Run 1, power grid:
Scale bar: 50 microns. Pins as bars on the die edge.
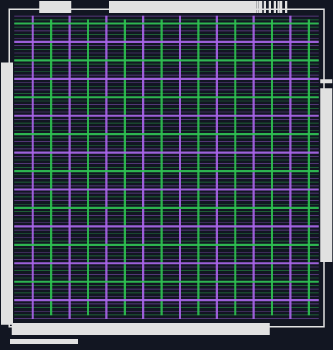
Run 1, placement by cell class:
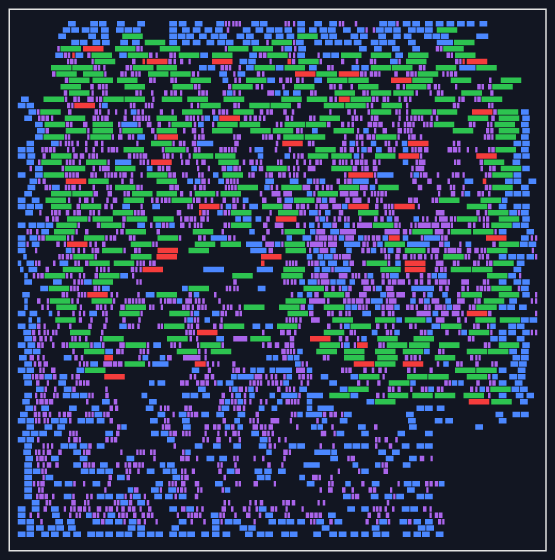
Run 1, clock wires, drivers and flops:
Scale bar: 50 microns.
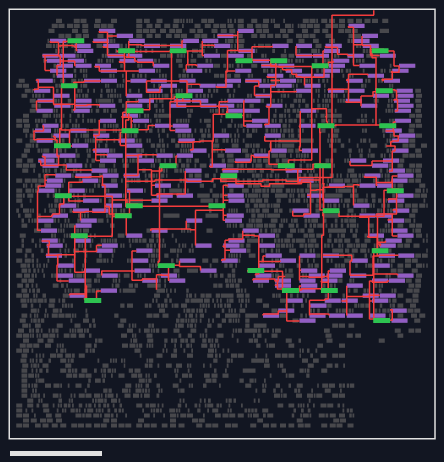
--- src/rtl/wbslv_pkg.sv ---
// Shared types and helpers for the Wishbone slave register bank.
// Mask helpers take full-width masks so they work for any register count.
package wbslv_pkg;

    localparam int REG_ADDR_W = 8;
    localparam int MAX_REGS   = 1 << REG_ADDR_W;

    typedef enum logic [1:0] {
        IDLE,
        RESP,
        WAIT_REL
    } state_e;

    function automatic logic is_ro(input logic [MAX_REGS-1:0]   ro_mask,
                                   input logic [REG_ADDR_W-1:0] idx);
        return ro_mask[idx];
    endfunction

    // Read-only wins when a register is flagged as both read-only and pulse.
    function automatic logic is_pulse(input logic [MAX_REGS-1:0]   ro_mask,
                                      input logic [MAX_REGS-1:0]   pulse_mask,
                                      input logic [REG_ADDR_W-1:0] idx);
        return pulse_mask[idx] & ~ro_mask[idx];
    endfunction

endpackage

--- src/rtl/wbslv_decode.sv ---
// Address decode for the register bank: combinational module hit for the FSM,
// registered register index and access classification for the response cycle.
module wbslv_decode
    import wbslv_pkg::*;
#(
    parameter int              WbAddWidth = 12,
    parameter int              MODULE_ID  = 1,
    parameter int              NREG       = 16,
    parameter logic [NREG-1:0] RO_MASK    = '0,
    parameter logic [NREG-1:0] PULSE_MASK = '0
) (
    input  logic                  clk_i,
    input  logic                  rst_n_i,
    input  logic                  i_cyc,
    input  logic                  i_stb,
    input  logic                  i_we,
    input  logic [WbAddWidth-1:0] i_adr,
    input  logic                  i_capture,
    output logic                  o_hit,
    output logic [REG_ADDR_W-1:0] o_reg_idx,
    output logic                  o_we,
    output logic                  o_is_err,
    output logic                  o_is_ro,
    output logic                  o_is_pulse
);

    localparam int MOD_W = WbAddWidth - REG_ADDR_W;
    localparam logic [MAX_REGS-1:0] RO_MASK_W    = MAX_REGS'(RO_MASK);
    localparam logic [MAX_REGS-1:0] PULSE_MASK_W = MAX_REGS'(PULSE_MASK);

    logic [REG_ADDR_W-1:0] w_idx;
    logic                  w_in_range;
    logic                  w_is_ro;
    logic                  w_is_pulse;
    logic                  w_is_err;

    assign w_idx      = i_adr[REG_ADDR_W-1:0];
    assign w_in_range = int'(w_idx) < NREG;
    assign w_is_ro    = w_in_range & is_ro(RO_MASK_W, w_idx);
    assign w_is_pulse = w_in_range & is_pulse(RO_MASK_W, PULSE_MASK_W, w_idx);
    assign w_is_err   = ~w_in_range | (i_we & w_is_ro);

    assign o_hit = i_cyc & i_stb & (i_adr[WbAddWidth-1:REG_ADDR_W] == MOD_W'(MODULE_ID));

    // NOTE: sequential state uses non-blocking assignments so every flop
    // samples pre-edge values regardless of statement order.
    always_ff @(posedge clk_i or negedge rst_n_i) begin
        if (!rst_n_i) begin
            o_reg_idx  <= '0;
            o_we       <= 1'b0;
            o_is_err   <= 1'b0;
            o_is_ro    <= 1'b0;
            o_is_pulse <= 1'b0;
        end else if (i_capture && o_hit) begin
            o_reg_idx  <= w_idx;
            o_we       <= i_we;
            o_is_err   <= w_is_err;
            o_is_ro    <= w_is_ro;
            o_is_pulse <= w_is_pulse;
        end
    end

endmodule

--- src/rtl/wbslv_regbank.sv ---
// Wishbone slave register bank: RW control, RO status and write-pulse registers
// with a single-cycle ack/err response, one access per strobe assertion.
module wbslv_regbank
    import wbslv_pkg::*;
#(
    parameter int              WbDataWidth = 16,
    parameter int              WbAddWidth  = 12,
    parameter int              MODULE_ID   = 1,
    parameter int              NREG        = 16,
    parameter logic [NREG-1:0] RO_MASK     = '0,
    parameter logic [NREG-1:0] PULSE_MASK  = '0
) (
    input  logic                        clk_i,
    input  logic                        rst_n_i,
    input  logic                        wbs_cyc_i,
    input  logic                        wbs_stb_i,
    input  logic                        wbs_we_i,
    input  logic [WbAddWidth-1:0]       wbs_adr_i,
    input  logic [WbDataWidth-1:0]      wbs_dt_i,
    output logic [WbDataWidth-1:0]      wbs_dt_o,
    output logic                        wbs_ack_o,
    output logic                        wbs_err_o,
    output logic [NREG*WbDataWidth-1:0] ctrl_o,
    input  logic [NREG*WbDataWidth-1:0] status_i,
    output logic [NREG-1:0]             pulse_o,
    output logic [NREG-1:0]             rd_strobe_o
);

    localparam int W = WbDataWidth;

    state_e                r_state;
    logic [W-1:0]          r_wdata;
    logic [W-1:0]          r_status;
    logic [NREG*W-1:0]     r_ctrl;

    logic                  w_hit;
    logic [REG_ADDR_W-1:0] w_reg_idx;
    logic                  w_we;
    logic                  w_is_err;
    logic                  w_is_ro;
    logic                  w_is_pulse;
    logic                  w_capture;
    logic                  w_resp;
    logic                  w_ack;
    logic                  w_wr_commit;
    logic                  w_rd_ok;
    logic [W-1:0]          w_status_sel;
    logic [W-1:0]          w_rw_rdata;

    assign w_capture = (r_state == IDLE);

    wbslv_decode #(
        .WbAddWidth (WbAddWidth),
        .MODULE_ID  (MODULE_ID),
        .NREG       (NREG),
        .RO_MASK    (RO_MASK),
        .PULSE_MASK (PULSE_MASK)
    ) u_decode (
        .clk_i      (clk_i),
        .rst_n_i    (rst_n_i),
        .i_cyc      (wbs_cyc_i),
        .i_stb      (wbs_stb_i),
        .i_we       (wbs_we_i),
        .i_adr      (wbs_adr_i),
        .i_capture  (w_capture),
        .o_hit      (w_hit),
        .o_reg_idx  (w_reg_idx),
        .o_we       (w_we),
        .o_is_err   (w_is_err),
        .o_is_ro    (w_is_ro),
        .o_is_pulse (w_is_pulse)
    );

    // NOTE: every combinational output gets a default before the loop so no
    // path leaves it unassigned and no latch is inferred.
    always_comb begin
        w_status_sel = '0;
        for (int i = 0; i < NREG; i++) begin
            if (wbs_adr_i[REG_ADDR_W-1:0] == REG_ADDR_W'(i)) begin
                w_status_sel = status_i[i*W +: W];
            end
        end
    end

    always_ff @(posedge clk_i or negedge rst_n_i) begin
        if (!rst_n_i) begin
            r_state  <= IDLE;
            r_wdata  <= '0;
            r_status <= '0;
        end else begin
            case (r_state)
                IDLE: begin
                    if (w_hit) begin
                        r_state  <= RESP;
                        r_wdata  <= wbs_dt_i;
                        r_status <= w_status_sel;
                    end
                end
                // A dropped cycle during the response still completes it.
                RESP:     r_state <= wbs_cyc_i ? WAIT_REL : IDLE;
                WAIT_REL: if (!wbs_stb_i || !wbs_cyc_i) r_state <= IDLE;
                default:  r_state <= IDLE;
            endcase
        end
    end

    assign w_resp      = (r_state == RESP);
    assign w_ack       = w_resp & ~w_is_err;
    assign w_wr_commit = w_ack & w_we;
    assign w_rd_ok     = w_ack & ~w_we;

    // NOTE: the register file is reset explicitly because fabric logic must
    // see all-zero controls after reset, including mid-access resets.
    always_ff @(posedge clk_i or negedge rst_n_i) begin
        if (!rst_n_i) begin
            r_ctrl <= '0;
        end else if (w_wr_commit && !w_is_pulse) begin
            for (int i = 0; i < NREG; i++) begin
                if (w_reg_idx == REG_ADDR_W'(i)) begin
                    r_ctrl[i*W +: W] <= r_wdata;
                end
            end
        end
    end

    always_comb begin
        w_rw_rdata  = '0;
        pulse_o     = '0;
        rd_strobe_o = '0;
        for (int i = 0; i < NREG; i++) begin
            if (w_reg_idx == REG_ADDR_W'(i)) begin
                w_rw_rdata     = r_ctrl[i*W +: W];
                pulse_o[i]     = w_wr_commit & w_is_pulse;
                rd_strobe_o[i] = w_rd_ok & w_is_ro;
            end
        end
    end

    // Pulse registers have no storage and read as zero.
    always_comb begin
        wbs_dt_o = '0;
        if (w_rd_ok && !w_is_pulse) begin
            wbs_dt_o = w_is_ro ? r_status : w_rw_rdata;
        end
    end

    assign wbs_ack_o = w_ack;
    assign wbs_err_o = w_resp & w_is_err;
    assign ctrl_o    = r_ctrl;

endmodule

--- config.mk ---
export PLATFORM = sky130hd
export DESIGN_NAME = wbslv_regbank
export DESIGN_NICKNAME = d
export VERILOG_FILES = /design/src/rtl/wbslv_pkg.sv /design/src/rtl/wbslv_decode.sv /design/src/rtl/wbslv_regbank.sv
export SDC_FILE = /design/constraint.sdc
export NUM_CORES = 1
export LEC_CHECK = 0
export ABC_AREA = 1
export CAP_MARGIN = 5
export CORE_AREA = 3 3 228 230
export DETAILED_ROUTE_END_ITERATION = 10
export DIE_AREA = 0 0 231 233
export SLEW_MARGIN = 20
export SYNTH_ARGS = -nofsm -noshare
export SYNTH_HDL_FRONTEND = slang
export SYNTH_HIERARCHICAL = 1
export SYNTH_SLANG_ARGS = --single-unit
--- constraint.sdc ---
create_clock -name clk_i -period 3.2 [get_ports clk_i]
set_clock_uncertainty 0.2 [all_clocks]
set_input_delay 0.64 -clock clk_i [delete_from_list [all_inputs] [get_ports clk_i]]
set_output_delay 0.64 -clock clk_i [all_outputs]
set_load 0.01 [all_outputs]
==> results.toml, run 1 <==
# yosys + openroad results
[setup_path]
r2r_end = "ctrl_o[216]"
crit_path_start_kind = "flip-flop"
reg2reg_depth = 10

[synthesis]
ys_sh_mux_pct = 0
synth_area_sq_mm = 0.0158

[outcome]
status = "finished with violations"
violations = "negative setup slack"

[timing]
hold-worst-slack_ns = 0.275
period_needed_ns = 3.68
fmaxAchievable_mhz = 272
setup_viol = 16
slew_headroom_pct = 15.3
final.setup.tns_ns = -6.55
worst_slack_ns = -0.482

[floorplanning]
taps = 672

[cts]
clock_sinks = 300

[placement]
place.port_buffers = 562
placed_area_sq_mm = 0.0233

[final_layout]
flop_area_sq_mm = 0.00751
drive_gt1_share_pct = 14.9

[pwr]
p_leak_uw = 0.0112

[grt]
grt_pass1_vias = 17800
grt_max_degree = 90
grtUsageTotal_pct = 30.2

[routing]
drc = 0
-- 'power grid' (at the start) --
- green: VDD
- purple: VSS
- met5 straps: 16
- signal pins: 595
chip height: 233 microns
die x size: 231 microns

-- 'placement by cell class' (at the start) --
- green: registers (cells 300; share of their area 31%)
- blue: remaining buffers and delay cells (cells 779; share of their area 31%)
- purple: remaining logic cells (cells 1,770; share of their area 34%)
- red: clock drivers and dummy loads (cells 50; share of their area 4.3%)
flop share of the area: 29.7%
Core Area: 0.0501 sq mm

-- 'clock wires, drivers and flops' (at the start) --
- purple: flip-flops (count 300)
- green: clock-net drivers (count 34)
- red: clock wires (length 4,110 microns)
- routed clock nets: 35
P_clk: 3830 uW
Clock power frac: 39.4%
Clock Latency Late Sink: 0.53 ns

-- run 1: registers in the layout, indices dropped and copies added, names as in the netlist --
signal / flops
ctrl_o: 256
r_state: 2
r_status: 16
r_wdata: 16
u_decode/o_is_err: 1
u_decode/o_reg_idx: 8
u_decode/o_we: 1
-- run 1: synth_stat cells --
master    number  area (sq um)
a21o_1         1          7.51
nor2_4         9           101
clkbuf_1      86           323
nor3_1         8          40.0
conb_1         1          3.75
buf_2         24           120
and2_1         1          6.26
inv_1        176           661
nand3b_1       1          7.51
a21oi_1       40           200
nand4_1       98           613
dfrtp_1      300          7510
nor3b_1        2          15.0
nand2_1      733          2750
nor2_1       212           796
nor4_1         2          12.5
o21ai_1        4          20.0
nor4_4         1          21.3
or2_2         15          93.8
buf_4          5          37.5
nand2_4        3          33.8
buf_6          4          45.0
buf_1          3          11.3
inv_2          8          30.0
o21bai_1       2          15.0
nand2_2        7          43.8
a21boi_0       1          7.51
or2_0          5          31.3
nor2_2        14          87.6
o21ai_0      302          1510
nand3_1      119           596
nand3_4        1          17.5
and3_1         1          6.26
-- run 1: worst min-delay path by stage --
stage	startpoint	to	slack (ns)	cells past startpoint
floorplan	rst_n_i	ctrl_o[0]	0.14	0
global placement	r_status[1]	r_status[1]	0.26	2
detailed placement	r_status[1]	r_status[1]	0.26	2
CTS	r_status[1]	r_status[1]	0.28	2
global route	r_status[1]	r_status[1]	0.29	2
finish	r_status[8]	r_status[8]	0.27	2
-- run 1: where the power goes --
group | switching [uW] | internal (uW)
logic | 1140 | 807
clock network | 1590 | 2250
registers | 53.6 | 3880
total | 2780 | 6940
-- run 1: cell families after synthesis --
logic type | Yosys count
AOI/OAI and AO/OA | 350
and+or+nand+nor | 1232
DFF | 300
other | 1
buffers and inverters | 306
-- run 1: critical path, cell delays in order, from the launching register on --
cell	delay [ns]
dfrtp_1	0.37
nor2_2	0.06
nand2_4	0.15
inv_8	0.09
buf_12	0.15
nand3_1	0.08
nand3_2	0.09
nor2_2	0.13
nand4_1	0.15
nor2_2	0.18
nand4_1	0.19
nor2_1	0.17
nand4_1	0.16
nor2_1	0.14
nor2_1	0.07
buf_2	0.14
-- run 1: through the flow --
| stage | setup WS, ns | power [uW] |
|---|---|---|
| 2_1_floorplan | 0.626 | 4550 |
| 3_3_place_gp | -0.371 | 5610 |
| 3_5_place_dp | -0.372 | 5620 |
| 4_1_cts | -0.520 | 9690 |
| 5_1_grt | -0.608 | 10000 |
| 6_report | -0.482 | 9720 |
-- run 1: metal layers --
layer / global-route usage (%) / wire length [microns] / vias to the layer above / share of wire (%)
met5: 0 / 0 / - / 0
met4: 8.43 / 2460 / 0 / 2.9
met3: 5.99 / 6670 / 121 / 7.9
met2: 51.1 / 40600 / 886 / 48
met1: 39.2 / 34100 / 8784 / 41
li1: - / - / 8427 / -
-- run 1: what timing repair did --
| item | CTS | global route |
|---|---|---|
| pin swaps | 89 | 50 |
| hold buffers | 1 | 0 |
| buffers inserted | 27 | 12 |
| cloned | 4 | 1 |
| resized | 189 | 43 |
| hold endpoints to repair | 49 | 0 |
| setup endpoints to repair | 16 | 16 |
==> inputs of run 2 (changes only) <==
--- a/config.mk
+++ b/config.mk
@@ -7,9 +7,9 @@
 export LEC_CHECK = 0
 export ABC_AREA = 1
 export CAP_MARGIN = 5
-export CORE_AREA = 3 3 228 230
+export CORE_AREA = 3 3 230 232
 export DETAILED_ROUTE_END_ITERATION = 10
-export DIE_AREA = 0 0 231 233
+export DIE_AREA = 0 0 233 235
 export SLEW_MARGIN = 20
 export SYNTH_ARGS = -nofsm -noshare
 export SYNTH_HDL_FRONTEND = slang
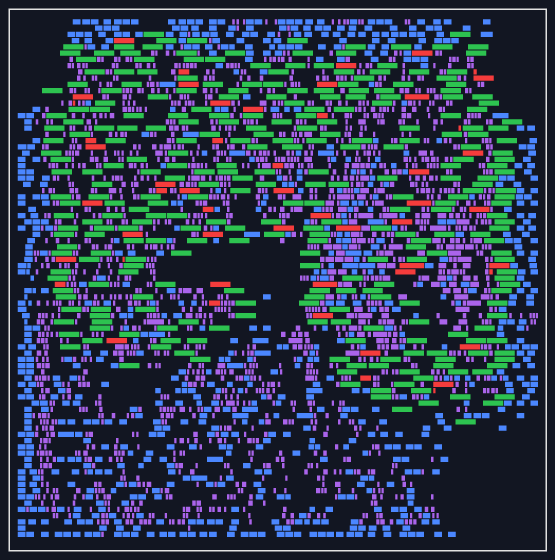
Run 2: placement by cell class
post-layout util: 49.4%
flop share of the area: 29.7%
Core Area: 0.0512 sq mm
final instance area: 0.0253 sq mm

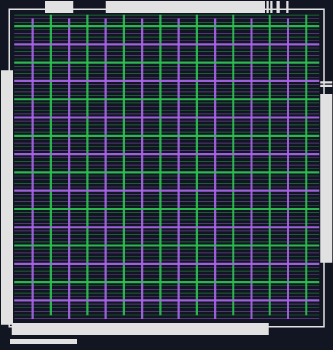
Run 2: power grid
Scale bar: 50 microns. Pins as bars on the die edge.
- green: VDD
- purple: VSS
- met1 rails: 84
- met5 straps: 16
- met4 straps: 16
- signal pins: 595
- rows: 83
chip height: 235 microns
die x size: 233 microns
Max VDD drop: 370 uV

==> run 2 against run 1 <==
Effect of this change:
- the flow still finishes with violations (negative setup slack)
- final cell count is 0.28% lower
- worst hold slack gained 0.0087 ns
- final area is 0.16% higher
- critical path depth is the same
- fmax fell by 3.2%
- synthesized cell count stayed put
- via count hardly changed
- largest cell class is now multi-input combinational cells
- largest power group unchanged
==> results.toml, run 2 <==
# yosys + openroad results
[outcome]
status = "finished with violations"
violations = "negative setup slack"

[setup_path]
cp-end-kind = "primary output"
crit_path_start_kind = "flip-flop"
path_max_fanout = 5

[final_layout]
nNetsFinal = 3150
largest_reg_flops = 256
layout_top_cell = "nand2_1"
lay_top_cells = "nand2_1 (705), clkdlybuf4s50_1 (545), o21ai_0 (302)"
drive_gt1_share_pct = 15.3
flop_area_sq_mm = 0.00751

[timing]
finalClockPeriodUsage_pct = 119
period_needed_ns = 3.80
hold_viol = 0
worst_slack_ns = -0.603
fmaxAchievable_mhz = 263
setup_viol = 16
tightest_slew_ns = 1.15
slew_headroom_pct = 22.8

[synthesis]
area_leaders = "dfrtp_1 (48%), nand2_1 (17%), o21ai_0 (9.6%)"
most_common_cell = "nand2_1"
edf_count = 0
ys_sh_mux_pct = 0
ys_seq_share_pct = 47.6
synthFlopType = "dfrtp_1"
top_cell_area_share_pct = 47.6
common_cells = "nand2_1 (733), o21ai_0 (302), dfrtp_1 (300)"
synth_area_sq_mm = 0.0158
ys_async_sr_fraction_pct = 100
synth_cells = 2189
largest_area_cell = "dfrtp_1"

[grt]
grtUsageTotal_pct = 29.7
grt_max_degree = 89
grt_overflow = 0
grt_pass1_vias = 18000

[pwr]
p_total_uw = 9850
powerDensity_mw_per_mm2 = 389
p_leak_uw = 0.0113

[cts]
clockRootBuffer = "clkbuf_16"
clock_sinks = 300
htreeDepth = 1
clk-insertion-delay-late_ns = 0.58
cts-buffers-inserted = 31

[floorplanning]
fp_util_pct = 30.8

[routing]
wire_per_inst_microns = 23.6
drc = 0
first_iter_violations = 1740

[flow_run]
warnings = 28

[placement]
placed_area_sq_mm = 0.0232
place.port_buffers = 562
[run 2: final timing paths]
| kind | to | from | slack [ns] | cells past startpoint |
|---|---|---|---|---|
| setup reg to reg | ctrl_o[201] | u_decode/o_reg_idx[6] | 0.49 | 11 |
| hold / removal | r_status[3] | r_status[3] | 0.28 | 2 |
| min in group asynchronous | ctrl_o[113] | rst_n_i | 0.40 | 2 |
| hold reg to reg | r_status[3] | r_status[3] | 0.28 | 2 |
| max in group asynchronous | ctrl_o[14] | rst_n_i | 1.51 | 3 |
| setup / recovery | wbs_dt_o[12] | u_decode/o_reg_idx[1] | -0.60 | 15 |
[run 2: kinds of logic (layout without fill, tap and decap cells)]
kind of cell / after synthesis / in the layout
simple gates: 1232 / 1235
compound gates: 350 / 350
buf+inv: 306 / 993
flops: 300 / 300
other cells: 1 / 7
[run 2: report_power, final]
group / internal, uW / leakage (uW) / total, uW / switching, uW
clock: 2380 / 0.000537 / 3930 / 1540
combinational: 797 / 0.00658 / 2000 / 1200
sequential: 3880 / 0.00414 / 3930 / 49.6
[run 2: routing by layer]
layer / vias to the layer above / GRT usage (%) / share of wire (%)
li1: 8381 / - / -
met4: 0 / 7.76 / 2.9
met5: - / 0 / 0
met1: 8897 / 39.6 / 42
met3: 132 / 4.98 / 6.8
met2: 800 / 50.0 / 48
[run 2: final cells by class]
cell class                 instances  share of cell area [%]
sequential                       300                    29.7
clock inverter                     7                   0.633
antenna                            5                  0.0495
inverter                         184                    2.78
timing repair buffer             757                    29.3
clock buffer                      45                    3.67
tap                              680                    3.36
multi-input combinational       1587                    30.6
[run 2: worst max-delay path: stages, from the launching register on]
cell     delay, ns
dfrtp_1       0.42
buf_6         0.14
nand2_2       0.08
inv_2         0.10
buf_6         0.15
nand3_2       0.07
nand4_1       0.21
nor2_1        0.17
nand4_1       0.14
nand2_2       0.15
nand4_1       0.16
nor2_2        0.19
nand4_1       0.14
nand2_1       0.09
inv_1         0.04
buf_2         0.13
[run 2: per-stage QoR]
stage | std cells | setup slack, ns | setup TNS, ns | hold WS [ns]
finish | 3565 | -0.603 | -6.96 | 0.283
global route | 3563 | -0.626 | -8.70 | 0.308
CTS | 3553 | -0.589 | -7.49 | 0.281
detailed placement | 3480 | -0.516 | -7.70 | 0.267
global placement | 3480 | -0.502 | -7.39 | 0.259
floorplan | 2190 | 0.626 | 0 | 0.144
[run 2: what timing repair did]
action / 4_1_cts / 5_1_grt
hold buffers: 1 / 0
resized: 194 / 78
cloned: 2 / 1
endpoints found under the hold margin: 58 / 0
pin swaps: 95 / 94
endpoints found under the setup margin: 16 / 16
setup buffers: 19 / 7
Power is estimated from default activity; no workload was simulated.
